Run 1, routed clock nets over the placement:
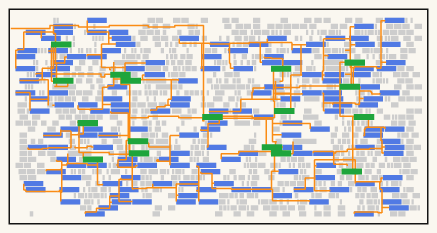
Run 1, metal 3:
Cells faint in the background.
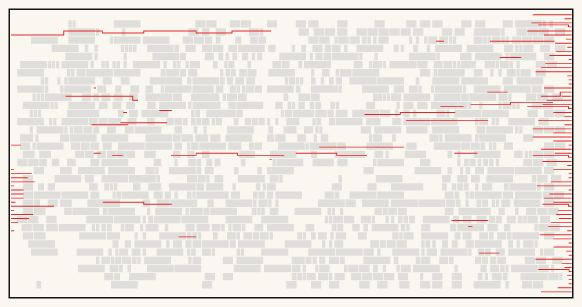
Run 1, the metal 1 layer:
The bar under the picture is 50 µm long. Supply wires on this layer in grey.
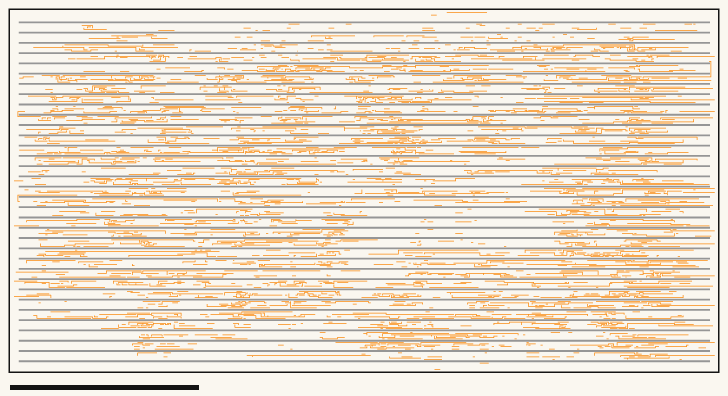
Run 1, M2 wires:
The bar under the picture is 50 µm long.
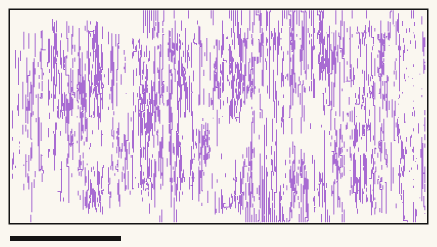
[src/rtl/sd_pkg.sv]
// Shared constants, status codes, FSM state type and CRC step for the SD multi-block reader.
package sd_pkg;

  localparam logic [2:0] CMD17_SEL = 3'd3;
  localparam logic [2:0] CMD18_SEL = 3'd5;
  localparam logic [2:0] CMD12_SEL = 3'd6;

  localparam logic [7:0] ST_OK        = 8'h00;
  localparam logic [7:0] ST_R1_ERR    = 8'h01;
  localparam logic [7:0] ST_TIMEOUT   = 8'h02;
  localparam logic [7:0] ST_CRC_ERR   = 8'h03;
  localparam logic [7:0] ST_TOKEN_ERR = 8'h04;

  localparam logic [7:0] START_TOKEN = 8'hFE;

  typedef enum logic [3:0] {
    IDLE,
    SEND_CMD,
    WAIT_RESP,
    WAIT_TOKEN,
    RECV_DATA,
    RECV_CRC,
    NEXT_BLK,
    SEND_STOP,
    WAIT_STOP,
    DONE
  } state_t;

  // One serial step of CRC16-CCITT (poly 0x1021).
  function automatic logic [15:0] crc16_step(input logic [15:0] crc, input logic b);
    logic fb;
    fb = crc[15] ^ b;
    return {crc[14:0], 1'b0} ^ (fb ? 16'h1021 : 16'h0000);
  endfunction

endpackage

[src/rtl/sd_crc16.sv]
// Bit-serial CRC16-CCITT accumulator with synchronous clear.
module sd_crc16
  import sd_pkg::*;
(
  input  logic        i_clk,
  input  logic        i_rst_n,
  input  logic        i_clear,
  input  logic        i_en,
  input  logic        i_bit,
  output logic [15:0] o_crc
);

  logic [15:0] r_crc;

  always_ff @(posedge i_clk or negedge i_rst_n) begin
    if (!i_rst_n) begin
      r_crc <= '0;
    end else if (i_clear) begin
      r_crc <= '0;
    end else if (i_en) begin
      r_crc <= crc16_step(r_crc, i_bit);
    end
  end

  assign o_crc = r_crc;

endmodule

[src/rtl/sd_card_multi_read.sv]
// SD single/multi-block read engine: issues CMD17/CMD18, collects blocks into a buffer,
// checks per-block CRC16 and terminates multi-block reads with CMD12.
module sd_card_multi_read
  import sd_pkg::*;
#(
  parameter int BLOCK_BYTES   = 512,
  parameter int MEM_AW        = 32,
  parameter int CNT_W         = 8,
  parameter int TOKEN_TIMEOUT = 65535,
  parameter int CRC_EN        = 1
) (
  input  logic              i_clk,
  input  logic              i_rst_n,
  input  logic              i_start_read,
  input  logic [31:0]       i_addr,
  input  logic [CNT_W-1:0]  i_block_count,
  input  logic [MEM_AW-1:0] i_mem_base,
  input  logic [7:0]        i_accept_register,
  output logic [7:0]        o_data,
  output logic [MEM_AW-1:0] o_addr,
  output logic              o_wr_nrd,
  output logic              o_send_cmd,
  output logic [2:0]        o_cmd_select,
  output logic [31:0]       o_cmd_arg,
  input  logic              i_confirm_pin,
  input  logic [7:0]        i_response_status,
  output logic              o_read_done,
  output logic [7:0]        o_status,
  output logic              o_busy
);

  localparam int BCW = (BLOCK_BYTES < 2) ? 1 : $clog2(BLOCK_BYTES);
  localparam int TW  = (TOKEN_TIMEOUT < 2) ? 1 : $clog2(TOKEN_TIMEOUT);

  state_t            r_state, w_next;
  logic              r_multi;
  logic [CNT_W-1:0]  r_remaining;
  logic [2:0]        r_bit_cnt;
  logic [BCW-1:0]    r_byte_cnt;
  logic [3:0]        r_crc_cnt;
  logic [15:0]       r_crc_rx;
  logic [TW-1:0]     r_tmo;
  logic [MEM_AW-1:0] r_addr;
  logic [7:0]        r_data;
  logic              r_wr;
  logic [2:0]        r_cmd_sel;
  logic [31:0]       r_cmd_arg;
  logic [7:0]        r_status;

  logic              w_multi;
  logic [CNT_W-1:0]  w_count;
  logic              w_token_ok;
  logic              w_token_err;
  logic              w_tmo_hit;
  logic              w_byte_last;
  logic [15:0]       w_crc_rx;
  logic [15:0]       w_crc;
  logic              w_crc_bad;
  state_t            w_abort;

  assign w_multi     = i_block_count > CNT_W'(1);
  assign w_count     = (i_block_count == '0) ? CNT_W'(1) : i_block_count;
  assign w_token_ok  = i_accept_register == START_TOKEN;
  assign w_token_err = i_accept_register[7:4] == 4'b0000;
  assign w_tmo_hit   = r_tmo == TW'(TOKEN_TIMEOUT - 1);
  assign w_byte_last = (r_bit_cnt == 3'd7) && (r_byte_cnt == BCW'(BLOCK_BYTES - 1));
  assign w_crc_rx    = {r_crc_rx[14:0], i_accept_register[0]};
  assign w_crc_bad   = (CRC_EN != 0) && (w_crc_rx != w_crc);
  assign w_abort     = r_multi ? SEND_STOP : DONE;

  sd_crc16 u_crc (
    .i_clk   (i_clk),
    .i_rst_n (i_rst_n),
    .i_clear (r_state == WAIT_TOKEN),
    .i_en    (r_state == RECV_DATA),
    .i_bit   (i_accept_register[0]),
    .o_crc   (w_crc)
  );

  always_ff @(posedge i_clk or negedge i_rst_n) begin
    if (!i_rst_n) r_state <= IDLE;
    else          r_state <= w_next;
  end

  always_comb begin
    w_next = r_state;
    case (r_state)
      IDLE:       if (i_start_read) w_next = SEND_CMD;
      SEND_CMD:   w_next = WAIT_RESP;
      WAIT_RESP:  if (i_confirm_pin) w_next = (i_response_status == 8'h00) ? WAIT_TOKEN : DONE;
      WAIT_TOKEN: begin
        if (w_token_ok)       w_next = RECV_DATA;
        else if (w_token_err) w_next = w_abort;
        else if (w_tmo_hit)   w_next = w_abort;
      end
      RECV_DATA:  if (w_byte_last) w_next = RECV_CRC;
      RECV_CRC:   if (r_crc_cnt == 4'd15) w_next = w_crc_bad ? w_abort : NEXT_BLK;
      // r_remaining still counts the block just finished
      NEXT_BLK:   w_next = (r_remaining != CNT_W'(1)) ? WAIT_TOKEN : w_abort;
      SEND_STOP:  w_next = WAIT_STOP;
      WAIT_STOP:  if (i_confirm_pin) w_next = DONE;
      DONE:       w_next = IDLE;
      default:    w_next = IDLE;
    endcase
  end

  always_ff @(posedge i_clk or negedge i_rst_n) begin
    if (!i_rst_n) begin
      r_multi     <= 1'b0;
      r_remaining <= '0;
      r_bit_cnt   <= '0;
      r_byte_cnt  <= '0;
      r_crc_cnt   <= '0;
      r_crc_rx    <= '0;
      r_tmo       <= '0;
      r_addr      <= '0;
      r_data      <= '0;
      r_wr        <= 1'b0;
      r_cmd_sel   <= '0;
      r_cmd_arg   <= '0;
      r_status    <= '0;
    end else begin
      r_wr  <= 1'b0;
      r_tmo <= '0;
      // address advances the cycle after each write strobe
      if (r_wr) r_addr <= r_addr + MEM_AW'(1);
      case (r_state)
        IDLE: if (i_start_read) begin
          r_multi     <= w_multi;
          r_remaining <= w_count;
          r_addr      <= i_mem_base;
          r_status    <= ST_OK;
          r_cmd_sel   <= w_multi ? CMD18_SEL : CMD17_SEL;
          r_cmd_arg   <= i_addr;
        end
        WAIT_RESP: if (i_confirm_pin && i_response_status != 8'h00) r_status <= ST_R1_ERR;
        WAIT_TOKEN: begin
          r_tmo      <= r_tmo + TW'(1);
          r_bit_cnt  <= '0;
          r_byte_cnt <= '0;
          if (!w_token_ok) begin
            if (w_token_err)    r_status <= ST_TOKEN_ERR;
            else if (w_tmo_hit) r_status <= ST_TIMEOUT;
          end
        end
        RECV_DATA: begin
          r_bit_cnt <= r_bit_cnt + 3'd1;
          r_crc_cnt <= '0;
          if (r_bit_cnt == 3'd7) begin
            r_data     <= i_accept_register;
            r_wr       <= 1'b1;
            r_byte_cnt <= r_byte_cnt + BCW'(1);
          end
        end
        RECV_CRC: begin
          r_crc_rx  <= w_crc_rx;
          r_crc_cnt <= r_crc_cnt + 4'd1;
          if (r_crc_cnt == 4'd15 && w_crc_bad) r_status <= ST_CRC_ERR;
        end
        NEXT_BLK: r_remaining <= r_remaining - CNT_W'(1);
        default: ;
      endcase
      if (r_state != SEND_STOP && w_next == SEND_STOP) begin
        r_cmd_sel <= CMD12_SEL;
        r_cmd_arg <= '0;
      end
    end
  end

  assign o_data       = r_data;
  assign o_addr       = r_addr;
  assign o_wr_nrd     = r_wr;
  assign o_send_cmd   = (r_state == SEND_CMD) || (r_state == SEND_STOP);
  assign o_cmd_select = r_cmd_sel;
  assign o_cmd_arg    = r_cmd_arg;
  assign o_read_done  = r_state == DONE;
  assign o_status     = r_status;
  assign o_busy       = r_state != IDLE;

endmodule

[config.mk]
export PLATFORM = sky130hd
export DESIGN_NAME = sd_card_multi_read
export DESIGN_NICKNAME = d
export VERILOG_FILES = /design/src/rtl/sd_pkg.sv /design/src/rtl/sd_crc16.sv /design/src/rtl/sd_card_multi_read.sv
export SDC_FILE = /design/constraint.sdc
export NUM_CORES = 1
export LEC_CHECK = 0
export CAP_MARGIN = 20
export CORE_ASPECT_RATIO = 0.5
export CORE_MARGIN = 2
export CORE_UTILIZATION = 45
export CTS_CLUSTER_SIZE = 10
export DETAILED_ROUTE_END_ITERATION = 16
export PLACE_DENSITY_LB_ADDON = 0.12
export RECOVER_POWER = 25
export SETUP_SLACK_MARGIN = 0.05
export SYNTH_ARGS = -nofsm -noshare
export SYNTH_HDL_FRONTEND = slang
export SYNTH_SLANG_ARGS = --single-unit
export TNS_END_PERCENT = 30
[constraint.sdc]
create_clock -name i_clk -period 2.6 [get_ports i_clk]
set_input_delay 0.52 -clock i_clk [delete_from_list [all_inputs] [get_ports i_clk]]
set_output_delay 0.52 -clock i_clk [all_outputs]
set_load 0.005 [all_outputs]
==> impl_metrics.env, run 1 <==
# yosys + openroad results
export IMPL_status="finished, final reports clean"
export IMPL_warning_count=29
export IMPL_seq_cell_count=155
export IMPL_insertion_delay_ns=0.42
export IMPL_use_met1_pct=30.4
export IMPL_critical_path_cell_chain="buf_4, nor2_1, nand2_1, clkdlybuf4s50_1"
export IMPL_synth_seq_share_pct=51.2
export IMPL_logic_gates=576
export IMPL_coreArea_um2=16400
export IMPL_seqPwrFrac_pct=36.9
export IMPL_dominant_cells="flip-flops and latches"
export IMPL_drv_slew=0
export IMPL_power_frac_comb_pct=34.8
export IMPL_core_util_floorplan_pct=46.1
export IMPL_comb_area_um2=3480
export IMPL_nonClkBufAreaFrac_pct=20.4
export IMPL_netlist_area_leader_share_pct=51.2
export IMPL_final_common_cell="nand2_1"
export IMPL_worstPathMaxFanout=10
export IMPL_hpwl_um=13500
export IMPL_yosys_area_um2=7570
export IMPL_ys_cells=779
export IMPL_cpPeakStageDelay_ns=0.46
export IMPL_crit_path_start="r_state[3]"
export IMPL_area_leaders="dfrtp_1 51%, nand2_1 9.2%, xnor2_1 4.2%, xor2_1 4.0%, a21oi_2 3.4%"
export IMPL_switching_share_pct=31.7
export IMPL_place_area_um2=9770
export IMPL_power_internal_mw=6.95
export IMPL_rsz0062_at_grt="yes"
export IMPL_antenna_found_initial=0
export IMPL_busiest_layer="met2"
export IMPL_fillerInstances=1359
export IMPL_crit_path_end_kind="output port"
export IMPL_syn_area_um2=7570
export IMPL_buffers=215
export IMPL_drtAntennaViolNets=0
export IMPL_finalClockSkew_ns=0.0111
export IMPL_firstDrtPassIters=4
export IMPL_cts_root_buffer="clkbuf_16"
export IMPL_max_cap_violations=0
export IMPL_ys_types=58
export IMPL_clkbuf_count=19
export IMPL_io_pins=179
export IMPL_grt_ovfl_total=0
export IMPL_wl_per_cell_um=15.7
Back to the opening pictures, 'routed clock nets over the placement':
[clock drivers] green | count: 17
[clock wires] orange | length: 2000 µm
[flip-flops] blue | count: 155
flops lie	widely spread

Back to the opening pictures, 'metal 3':
main direction	horizontal
share of all routed wire	4.8%
wire length on this layer	923 µm
nets with wire on the layer	101
M3 GR Usage: 5.32%
via count: 6317
Post-Route WL: 19200 µm

Back to the opening pictures, 'the metal 1 layer':
main direction	horizontal
nets with wire on the layer	956
share of all routed wire	49%
wire length on this layer	9300 µm
longest straight run	46.0 µm

Back to the opening pictures, 'M2 wires':
main direction	vertical
wire length on this layer	8800 µm
routing usage on met2: 35.4%

## run 1: per-layer routing
metal / vias to the layer above / part of all wire [%]
li1: 3055 / -
met1: 3119 / 49
met2: 134 / 46
met3: 9 / 4.8
met4: 0 / 0.63
met5: - / 0
## run 1: state kept, by name (all words and copies together), names as in the netlist, 8 cells and up
name and flops:
r_crc_rx 15, o_cmd_arg 32, u_crc.o_crc 16, r_byte_cnt 9, o_data 8, r_tmo 16
r_remaining 8, o_addr 32
## run 1: worst min-delay path by stage
| stage | end | slack [ns] |
|---|---|---|
| after detailed placement | o_data[1] | 0.48 |
| final | o_data[2] | 0.30 |
| after global routing | r_byte_cnt[4] | 0.39 |
| after global placement | o_data[1] | 0.47 |
| after floorplan | o_addr[0] | 0.22 |
| after CTS | r_byte_cnt[4] | 0.03 |
## run 1: timing repair
item	4_1_cts	5_1_grt
gates resized	0	4
setup endpoints to repair	0	37
endpoints found under the hold margin	0	0
buffers inserted	0	1
## run 1: logic make-up (layout without fill, tap and decap cells)
family | after synthesis | after routing | synth area share [%]
buffers and inverters | 52 | 259 | 3.27
AND/OR/NAND/NOR | 350 | 350 | 21.5
flip-flops | 155 | 155 | 51.2
adder cells (fa/ha/maj) | 10 | 10 | 1.65
other | 1 | 5 | 0.0495
multiplexers | 11 | 11 | 1.59
AND-OR/OR-AND | 129 | 129 | 12.6
XOR/XNOR | 71 | 71 | 8.21
## run 1: power by group through the flow
| stage | registers [mW] | clock network (mW) | logic, mW |
|---|---|---|---|
| 2_1_floorplan | 3.66 | 0 | 1.78 |
| 3_3_place_gp | 3.76 | 0 | 3.47 |
| 3_5_place_dp | 3.79 | 0 | 3.56 |
| 4_1_cts | 3.75 | 2.94 | 3.58 |
| 5_1_grt | 3.86 | 3.03 | 3.90 |
| 6_report | 3.75 | 2.89 | 3.54 |
## Run 2: what changed since run 1
--- a/config.mk
+++ b/config.mk
@@ -11,6 +11,7 @@
 export CORE_UTILIZATION = 45
 export CTS_CLUSTER_SIZE = 10
 export DETAILED_ROUTE_END_ITERATION = 16
+export DONT_BUFFER_PORTS = 1
 export PLACE_DENSITY_LB_ADDON = 0.12
 export RECOVER_POWER = 25
 export SETUP_SLACK_MARGIN = 0.05
==> impl_metrics.env, run 2 <==
# yosys + openroad results
export IMPL_status="finished with violations"
export IMPL_violations="hold timing"
export IMPL_seqPwrFrac_pct=44.8
export IMPL_synth_seq_share_pct=51.2
export IMPL_critical_path_cell_chain="or4_4, nor3_1, a211oi_1, a221oi_4, buf_4, a21oi_2"
export IMPL_yosys_area_um2=7570
export IMPL_syn_area_um2=7570
export IMPL_warning_count=33
export IMPL_switching_share_pct=34.7
export IMPL_nonClkBufAreaFrac_pct=2.42
export IMPL_comb_area_um2=3480
export IMPL_drtAntennaViolNets=0
export IMPL_postCtsSetupBuffers=0
export IMPL_cpPeakStageDelay_ns=0.56
export IMPL_use_met1_pct=26.4
export IMPL_whs_ns=-0.213
export IMPL_drv_slew=0
export IMPL_max_cap_violations=0
export IMPL_insertion_delay_ns=0.43
export IMPL_dominant_cells="flip-flops and latches"
export IMPL_hpwl_um=12000
export IMPL_cts_root_buffer="clkbuf_16"
export IMPL_met3_usage_pct=6.34
export IMPL_buffers=22
export IMPL_antenna_found_initial=0
export IMPL_ys_cells=779
export IMPL_crit_path_end_kind="flip-flop"
export IMPL_logic_gates=576
export IMPL_finalHoldViolations=155
export IMPL_io_pins=179
export IMPL_ys_types=58
export IMPL_rsz0062_at_grt="yes"
export IMPL_seq_cell_count=155
export IMPL_core_util_floorplan_pct=46.1
export IMPL_coreArea_um2=16400
==> run 2: worst paths after layout <==
check / from / end / slack [ns] / cells past startpoint
min in group i_clk: i_mem_base[17] / o_addr[17] / 0.20 / 2
worst max-delay path: r_remaining[3] / o_cmd_arg[20] / 0.25 / 6
worst min-delay path: i_rst_n / o_data[6] / -0.21 / 0
max in group asynchronous: i_rst_n / o_addr[27] / 2.46 / 0
worst max register to register: r_remaining[3] / o_cmd_arg[20] / 0.25 / 6
worst min register to register: r_crc_cnt[1] / r_crc_cnt[1] / 0.50 / 2
==> run 2: power by group through the flow <==
stage | combinational, mW | clock (mW) | sequential (mW)
after floorplan | 1.78 | 0 | 3.66
after global placement | 2.10 | 0 | 3.93
after detailed placement | 2.17 | 0 | 3.94
after CTS | 2.17 | 2.70 | 3.90
after global routing | 2.44 | 2.82 | 4.00
final | 2.16 | 2.65 | 3.90
==> run 2: kinds of logic after synthesis <==
kind of cell / after synthesis / synth area share [%]
DFF: 155 / 51.2
muxes: 11 / 1.59
buffers and inverters: 52 / 3.27
and+or+nand+nor: 350 / 21.5
other: 1 / 0.0495
adders and majority gates: 10 / 1.65
xor gates and xnor gates: 71 / 8.21
AOI/OAI and AO/OA: 129 / 12.6
==> run 2: per-stage QoR <==
step | total power [mW] | utilization, %
global route | 9.26 | 51.9
global placement | 6.04 | 48.0
detailed placement | 6.11 | 48.0
floorplan | 5.44 | -
CTS | 8.78 | 51.9
finish | 8.70 | 51.9
==> run 2: timing repair <==
action / in CTS / in global routing
gates resized: 0 / 1
endpoints found under the hold margin: 155 / 155
endpoints found under the setup margin: 0 / 12
==> run 2: metal layers <==
metal	part of all wire, %	routed length (µm)	up-vias
met5	0	0	-
met4	1.3	231	0
met3	6.8	1180	16
met2	45	7840	152
met1	46	8020	2606
li1	-	-	2675
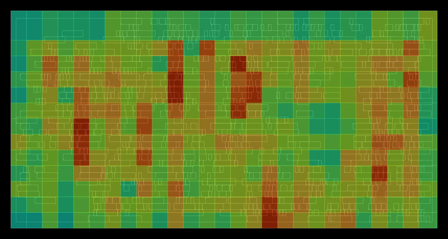
Run 2: routing congestion
routed length per instance: 16.9 µm
Most Crowded Layer GR: met2
routing usage on met2: 31.0%

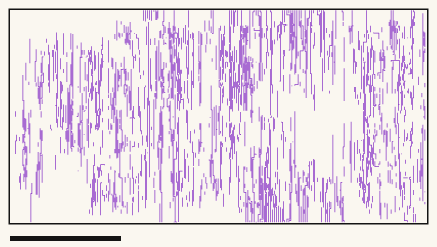
Run 2: M2 wires
The bar under the picture is 50 µm long.
nets with wire on the layer	683
main direction	vertical
via count: 5449
Post-Route WL: 17300 µm

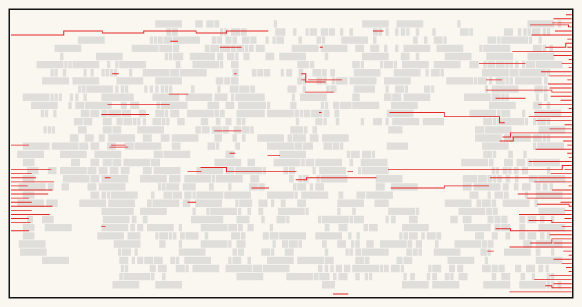
Run 2: metal 3
Cells faint in the background.
longest straight run	58.0 µm
wire length on this layer	1180 µm
main direction	horizontal
share of all routed wire	6.8%

## Run 3: what changed since run 2
--- a/config.mk
+++ b/config.mk
@@ -5,6 +5,7 @@
 export SDC_FILE = /design/constraint.sdc
 export NUM_CORES = 1
 export LEC_CHECK = 0
+export ABC_CLOCK_PERIOD_IN_PS = 2600
 export CAP_MARGIN = 20
 export CORE_ASPECT_RATIO = 0.5
 export CORE_MARGIN = 2
@@ -12,7 +13,6 @@
 export CTS_CLUSTER_SIZE = 10
 export DETAILED_ROUTE_END_ITERATION = 16
 export DONT_BUFFER_PORTS = 1
-export PLACE_DENSITY_LB_ADDON = 0.12
 export RECOVER_POWER = 25
 export SETUP_SLACK_MARGIN = 0.05
 export SYNTH_ARGS = -nofsm -noshare
==> impl_metrics.env, run 3 <==
# yosys + openroad results
export IMPL_syn_area_um2=7570
export IMPL_antenna_found_initial=0
export IMPL_final_common_cell="nand2_1"
export IMPL_place_area_um2=7870
export IMPL_highest_layer="met4"
export IMPL_whs_ns=-0.200
export IMPL_ys_cells=779
export IMPL_drv_slew=0
export IMPL_drtAntennaViolNets=0
export IMPL_worstPathMaxFanout=20
export IMPL_netlist_area_leader_share_pct=51.2
export IMPL_wl_per_cell_um=16.3
export IMPL_max_cap_violations=0
export IMPL_dpl_cell_count=990
export IMPL_crit_path_end_kind="flip-flop"
export IMPL_warning_count=32
export IMPL_synth_seq_share_pct=51.2
export IMPL_area_leaders="dfrtp_1 51%, nand2_1 9.2%, xnor2_1 4.2%, xor2_1 4.0%, a21oi_2 3.4%"
export IMPL_io_pins=179
export IMPL_hpwl_um=11400
export IMPL_violations="hold timing"
export IMPL_syn_inst=779
export IMPL_grt_ovfl_total=0
export IMPL_wl_met1_um=7890
export IMPL_insertion_delay_ns=0.42
export IMPL_dr_wl_met3_um=899
export IMPL_status="finished with violations"
export IMPL_cts_sinks=155
export IMPL_finalHoldViolations=155
export IMPL_synthTopCellsByCount="186 x nand2_1, 155 x dfrtp_1, 49 x nor2_1"
export IMPL_yosys_area_um2=7570
export IMPL_rsz0062_at_grt="no"
export IMPL_cts_root_buffer="clkbuf_16"
export IMPL_ys_types=58
export IMPL_met2_usage_pct=29.2
export IMPL_final_core_util_pct=51.8
export IMPL_tritoncts="yes"
export IMPL_finalClockSkew_ns=0.0108
export IMPL_coreArea_um2=16400
export IMPL_postCtsSetupBuffers=0
export IMPL_met3_usage_pct=5.47
export IMPL_core_util_floorplan_pct=46.1
export IMPL_firstDrtPassIters=4
export IMPL_wl_met2_um=7760
==> run 3: kinds of logic after synthesis <==
family	after synthesis	synth area share, %
DFF	155	51.2
muxes	11	1.59
xor gates and xnor gates	71	8.21
and+or+nand+nor	350	21.5
buffers and inverters	52	3.27
AOI/OAI and AO/OA	129	12.6
other	1	0.0495
adders and majority gates	10	1.65
==> run 3: critical path, stage by stage (launching register included) <==
cell and delay [ns]:
dfrtp_1 0.42, or4_4 0.56, nor3_1 0.39, a211oi_2 0.17
a221oi_4 0.32, buf_12 0.19, buf_12 0.19, a21oi_2 0.04
==> run 3: layout make-up <==
| type | instances | area, µm² |
|---|---|---|
| Multi-Input combinational cell | 576 | 3480 |
| Clock buffer | 20 | 467 |
| Timing Repair Buffer | 21 | 195 |
| Sequential cell | 155 | 3880 |
| Tap cell | 227 | 284 |
| Fill cell | 1529 | 7920 |
| Clock inverter | 12 | 160 |
| Inverter | 12 | 45.0 |
==> run 3: worst paths after layout <==
kind / to / cells after the start / slack, ns / startpoint
max: o_cmd_arg[15] / 7 / 0.19 / r_remaining[3]
max reg2reg: o_cmd_arg[15] / 7 / 0.19 / r_remaining[3]
min in group i_clk: r_crc_rx[0] / 2 / 0.21 / i_accept_register[0]
max in group asynchronous: o_addr[27] / 0 / 2.52 / i_rst_n
min: o_data[3] / 0 / -0.20 / i_rst_n
min reg2reg: r_bit_cnt[0] / 1 / 0.50 / r_bit_cnt[0]
==> run 3: timing repair <==
action / 4_1_cts / 5_1_grt
hold endpoints to repair: 155 / 155
setup endpoints to repair: 0 / 1
gates resized: 0 / 1
==> run 3: power by group <==
part | switching, mW | internal [mW] | leakage (nW)
sequential | 0.785 | 3.09 | 2.00
combinational | 1.17 | 0.951 | 1.39
clock | 1.02 | 1.60 | 0.307
total | 2.97 | 5.64 | 3.69
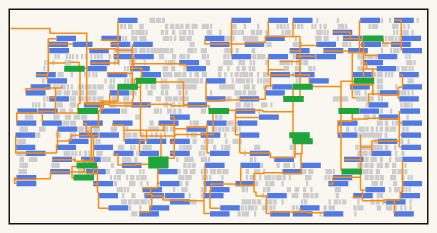
Run 3: routed clock nets over the placement
clock network fraction of design power: 30.4%
clk pwr: 2.62 mW

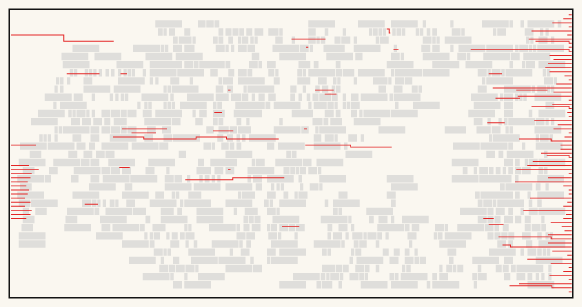
Run 3: metal 3
Cells faint in the background.
share of all routed wire	5.4%
nets with wire on the layer	104
main direction	horizontal
wire length on this layer	900 µm
longest straight run	32.7 µm

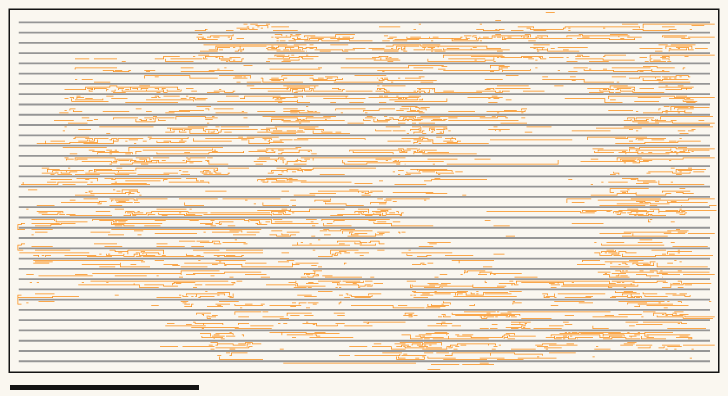
Run 3: the metal 1 layer
The bar under the picture is 50 µm long. Supply wires on this layer in grey.
main direction	horizontal
longest straight run	40.2 µm
share of all routed wire	47%
nets with wire on the layer	819
wire length on this layer	7890 µm
Post-Route WL: 16600 µm
via count: 5452
grt met1 use: 25.0%

Power is estimated from default activity; no workload was simulated.
